==> src/rtl/tdc_multi_core.sv <==
// rtl/tdc_multi_core.sv - multi-channel pulse-width TDC packing words into a FWFT FIFO
// Optional dropped-pulse counter compiled in with TDC_MULTI_LOST_CNT_EN.
module tdc_multi_core #(
   parameter int         CHANNELS        = 4,
   parameter int         DEPTH           = 16,
   parameter logic [3:0] DATA_IDENTIFIER = 4'b0100
) (
   input  logic                BUS_CLK,
   input  logic                BUS_RST_N,
   input  logic                EN,
   input  logic [CHANNELS-1:0] TDC_IN,
   input  logic [15:0]         TIMESTAMP,
   input  logic                FIFO_READ,
   output logic                FIFO_EMPTY,
   output logic                FIFO_FULL,
   output logic [31:0]         FIFO_DATA,
   output logic [7:0]          LOST_CNT
);
   localparam int AW = $clog2(DEPTH);

   typedef enum logic [1:0] {IDLE, COUNT, DONE} state_t;

   state_t              state_q [CHANNELS];
   logic [11:0]         width_q [CHANNELS];
   logic [11:0]         ts_q    [CHANNELS];
   logic [CHANNELS-1:0] tdc_q;
   logic                armed_q;
   logic [4:0]          ptr_q, ptr_d;
   logic [CHANNELS-1:0] rise, fall, done, gnt;
   logic                gnt_valid;
   logic [31:0]         gnt_word;
   logic [31:0]         mem_q [DEPTH];
   logic [AW-1:0]       wr_q, rd_q;
   logic [AW:0]         cnt_q;
   logic                push, pop;
   logic                unused_ts;

   assign unused_ts = ^TIMESTAMP[15:12];

   // armed_q masks the first cycle after reset so an input already high is not seen as a rise
   always_comb begin
      rise = '0;
      fall = '0;
      done = '0;
      for (int c = 0; c < CHANNELS; c++) begin
         rise[c] = armed_q & TDC_IN[c] & ~tdc_q[c];
         fall[c] = ~TDC_IN[c] & tdc_q[c];
         done[c] = (state_q[c] == DONE);
      end
   end

   // Two passes over the channels: indices at/after ptr_q first, then wrap to the rest
   always_comb begin
      gnt       = '0;
      gnt_valid = 1'b0;
      gnt_word  = '0;
      ptr_d     = ptr_q;
      if (!FIFO_FULL) begin
         for (int k = 0; k < 2 * CHANNELS; k++) begin
            if (!gnt_valid && done[k % CHANNELS] && ((k >= CHANNELS) || (5'(k) >= ptr_q))) begin
               gnt[k % CHANNELS] = 1'b1;
               gnt_valid         = 1'b1;
               gnt_word          = {DATA_IDENTIFIER, 4'(k % CHANNELS),
                                    ts_q[k % CHANNELS], width_q[k % CHANNELS]};
               ptr_d             = ((k % CHANNELS) == CHANNELS - 1) ? 5'd0 : 5'((k % CHANNELS) + 1);
            end
         end
      end
   end

   always_ff @(posedge BUS_CLK or negedge BUS_RST_N) begin
      if (!BUS_RST_N) begin
         tdc_q   <= '0;
         armed_q <= 1'b0;
         ptr_q   <= '0;
         for (int c = 0; c < CHANNELS; c++) begin
            state_q[c] <= IDLE;
            width_q[c] <= '0;
            ts_q[c]    <= '0;
         end
      end else begin
         tdc_q   <= TDC_IN;
         armed_q <= 1'b1;
         ptr_q   <= ptr_d;
         for (int c = 0; c < CHANNELS; c++) begin
            case (state_q[c])
               IDLE: begin
                  if (rise[c] && EN) begin
                     state_q[c] <= COUNT;
                     width_q[c] <= 12'd1;
                     ts_q[c]    <= TIMESTAMP[11:0];
                  end
               end
               COUNT: begin
                  if (!EN) begin
                     state_q[c] <= IDLE;
                  end else if (fall[c]) begin
                     state_q[c] <= DONE;
                  end else if (TDC_IN[c] && (width_q[c] != 12'hFFF)) begin
                     width_q[c] <= width_q[c] + 12'd1;
                  end
               end
               DONE: begin
                  if (gnt[c]) state_q[c] <= IDLE;
               end
               default: state_q[c] <= IDLE;
            endcase
         end
      end
   end

   assign push       = gnt_valid;
   assign pop        = FIFO_READ & ~FIFO_EMPTY;
   assign FIFO_EMPTY = (cnt_q == '0);
   assign FIFO_FULL  = (cnt_q == (AW+1)'(DEPTH));
   assign FIFO_DATA  = FIFO_EMPTY ? 32'd0 : mem_q[rd_q];

   always_ff @(posedge BUS_CLK) begin
      if (push) mem_q[wr_q] <= gnt_word;
   end

   always_ff @(posedge BUS_CLK or negedge BUS_RST_N) begin
      if (!BUS_RST_N) begin
         wr_q  <= '0;
         rd_q  <= '0;
         cnt_q <= '0;
      end else begin
         if (push) wr_q <= wr_q + 1'b1;
         if (pop)  rd_q <= rd_q + 1'b1;
         cnt_q <= cnt_q + (AW+1)'(push) - (AW+1)'(pop);
      end
   end

`ifdef TDC_MULTI_LOST_CNT_EN
   logic [7:0] lost_q;
   logic [9:0] lost_sum;

   // A rise on a channel still holding an unsent word cannot be measured
   always_comb begin
      lost_sum = {2'b00, lost_q};
      for (int c = 0; c < CHANNELS; c++) begin
         lost_sum = lost_sum + 10'(rise[c] & done[c]);
      end
   end

   always_ff @(posedge BUS_CLK or negedge BUS_RST_N) begin
      if (!BUS_RST_N) lost_q <= '0;
      else            lost_q <= (lost_sum > 10'd255) ? 8'hFF : lost_sum[7:0];
   end

   assign LOST_CNT = lost_q;
`else
   assign LOST_CNT = 8'd0;
`endif

endmodule

==> config.mk <==
export PLATFORM = sky130hd
export DESIGN_NAME = tdc_multi_core
export DESIGN_NICKNAME = d
export VERILOG_FILES = /design/src/rtl/tdc_multi_core.sv
export SDC_FILE = /design/constraint.sdc
export NUM_CORES = 1
export LEC_CHECK = 0
export ABC_AREA = 1
export CORE_MARGIN = 3
export CORE_UTILIZATION = 50
export CTS_CLUSTER_DIAMETER = 80
export CTS_CLUSTER_SIZE = 25
export DETAILED_ROUTE_END_ITERATION = 10
export PLACE_DENSITY = 0.72
export SYNTH_ARGS = -nofsm -noshare
export SYNTH_HDL_FRONTEND = slang
export SYNTH_SLANG_ARGS = --single-unit
==> constraint.sdc <==
create_clock -name BUS_CLK -period 3.2 [get_ports BUS_CLK]
set_input_delay 0.96 -clock BUS_CLK [delete_from_list [all_inputs] [get_ports BUS_CLK]]
set_output_delay 0.96 -clock BUS_CLK [all_outputs]
set_load 0.02 [all_outputs]
closeup.png
Window x 88 to 138, y 134 to 184 um. Cells in grey, sequential cells in the stronger grey; small squares are vias.
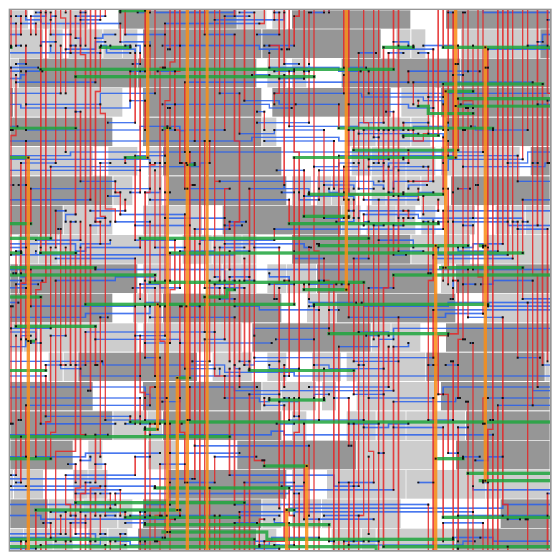
Blue shows M1. Orange shows M4. Red shows M2. Green shows M3.
Netlist names of flops here include `mem_q` (44). Sequential cells in the window: 44. Most frequent: edfxtp_1 (44), nor2_1 (29), buf_4 (19). 155 logic cells have their middle in the window.

route_heat.png
(1.5 px per um) 23 x 23 tiles, from dark purple (low) to yellow (high), scaled to the fullest tile. Values are wire area over tile area, all layers added.
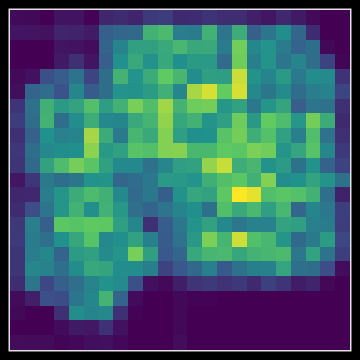
14% of the tiles are nearly empty. The fullest tile reaches 0.60. 35% of the tiles are over half the peak. The mean over all tiles is 0.22.

==> metrics.cfg <==
[status]
status = complete, but fails checks
violations = setup timing

[placement]
dpl_worst_slack_ps = -81.03
placedInstanceArea_sq_um = 26540
place.gp.congestion = 0.8958
dp_hpwl_mm = 39.42
port_buffers = 48

[synth]
logic_family = simple AND/OR/NAND/NOR gates
flop_cell = edfxtp_1
edf_count = 432
ys_sh_simple = 0.1568
xor_share = 0.007559
synth_top_area_share = 0.5331
netlist_instances = 2284
yosys-top-cells-area = edfxtp_1, dfrtp_1, o21ai_0
top_area_cell = edfxtp_1
async_flop_share = 0.2230
ys_sh_aoi = 0.1213
yosys_area_sq_um = 24330
synth_flop_count = 556
ys_sh_adder = 0.008536
yosys-stat-cells = 2284
yosys_warnings = 0
mux_area_frac = 0
netlist_area_sq_um = 24330
synth_area_per_cell_sq_um = 10.65
ys_types = 42
yosys.stat.seqShare = 0.6607

[final_timing]
worstMarginPinSlew_ps = 1159
setup-tns-final_ps = -5270
slew_violations = 0
layout_setup_ws_ps = -301.2
finalSetupViolCount = 27
slew-limit-headroom = 0.2254
clock_skew_ps = 24.33
fin_crit_sh = 1.094
clock.fmax_mhz = 285.6
period_minus_slack_ps = 3501
rsz0062_at_grt = yes
hold_viol = 0

[clock_tree]
cts_tree = built
cts_max_level = 1
cts.clk_slew.worst_paths_ps = 100
clockBufferDepth = 3
numCtsBuffers = 28
clock.latency.late_pin_ps = 610
root_buffer = clkbuf_16
cts_sinks = 556

[finish]
logic_area_sq_um = 7675
final_common_cell = edfxtp_1
seq_area_sq_um = 16080
nFillCells = 3756
drive_gt1_frac = 0.1522
final_nets = 2468
final_cell_mix = edfxtp_1, nor2_1, o21ai_0
stdcell_area_sq_um = 28740
syn_to_final_growth_pct = 18.11
antenna_cells = 0

[power_and_ir_drop]
switchingPower_w = 0.008762
top_power_group = combinational logic
p_clk_w = 0.00408
power.internal_w = 0.01470
p_sw_frac = 0.3734
p_comb_frac = 0.451
power_density_nw_per_um2 = 816.6
total_power_w = 0.02347
power_frac_seq = 0.375
p_seq_w = 0.00881
ir_drop_v = 0.0005352
power_frac_clock = 0.174
p_leak_nw = 10.65
comb_power_w = 0.0106

[setup_path]
path_class = reg -> out
reg2reg_to = mem_q[2][23]$_DFFE_PP_
critPathMaxFanout = 7
startpoint_type = flip-flop
critical_path.startpoint = rd_q[0]$_DFFE_PN0P_
critPathCapture = FIFO_DATA[20]
cp_data_arrival_time_ps = 2540
worstReg2RegStart = ptr_q[1]$_DFFE_PN0P_
reg2reg_depth = 10
cp.required_ps = 2240
reg2reg_slack_ps = 140
crit_path_end_kind = primary output

[routing]
drtPass1Iterations = 6
drt-initial-drc-count = 2291
antenna_left = 0
routed_wl_mm = 68.41
drc = 0
detail_route.wl_per_cell_um = 22.32
viasPerCell = 6.040
route.vias.total = 18510

[job]
cap_violations = 0
warning_count = 36

[worst_hold_path]
hp-class = in -> async

[floorplanning]
core_area_sq_um = 47950
initCoreUtil = 0.5075
dieWidth_um = 226.6
fp.dieH_um = 226.6
num_io_pins = 66
design.die.area_sq_um = 51350
rows = 80

[global_route]
grtUsageTotal = 0.2543
grt_max_degree = 45
grt_pass1_wl_mm = 100.5
grt_pass1_vias = 17530
gr-total-overflow = 0
antenna_found_initial = 0

[what timing repair did]
item	4_1_cts	5_1_grt
hold buffers	0	0
buffers inserted	11	27
endpoints found under the setup margin	29	45
resized	208	153
cloned	7	13
pin swaps	12	94
[synth_stat cells, types with 26 or more instances]
| master | n |
|---|---|
| buf_2 | 26 |
| nand2_1 | 250 |
| nor2_1 | 423 |
| nand4_1 | 35 |
| inv_1 | 118 |
| a21oi_1 | 48 |
| nand3_1 | 145 |
| o22ai_1 | 32 |
| clkbuf_1 | 98 |
| dfrtp_1 | 124 |
| o21ai_0 | 340 |
| o221ai_1 | 80 |
| edfxtp_1 | 432 |
[flip-flops by register name, summed over array words and instances, names as in the netlist]
name / count
armed_q: 1
wr_q: 4
rd_q: 4
ptr_q: 2
width_q: 48
mem_q: 432
ts_q: 48
state_q: 8
tdc_q: 4
cnt_q: 5
[critical path: stages (launching register included)]
cell      delay [ps]
dfrtp_4          600
inv_12           140
buf_12           150
buf_12           130
buf_12           100
o21ai_0           70
o221ai_1         210
nand3_1          140
a21oi_1          200
buf_4            180
[layer usage]
metal	up-vias	track usage	share of wire
met5	-	0	0
met1	8997	0.3433	0.39
li1	8368	-	-
met2	1010	0.4291	0.49
met3	139	0.03560	0.088
met4	0	0.08250	0.029
[per-stage QoR]
step                      utilization  hold WS (ps)  cells
after floorplan                     -         453.0   2296
after global placement         0.5535         467.1   2958
after detailed placement       0.5535         474.2   2958
after CTS                      0.5809         260.7   3028
after global routing           0.5994         276.6   3065
final                          0.5994         273.5   3065
[layout make-up]
type                    instances  share of cell area
flip-flops and latches        556              0.5596
inverters                     126             0.01707
clock inverters                10            0.004397
multi-input cells            1471              0.2671
repair buffers                244             0.09857
well taps                     615             0.02678
repair inverters                1           0.0003048
clock buffers                  42             0.02621
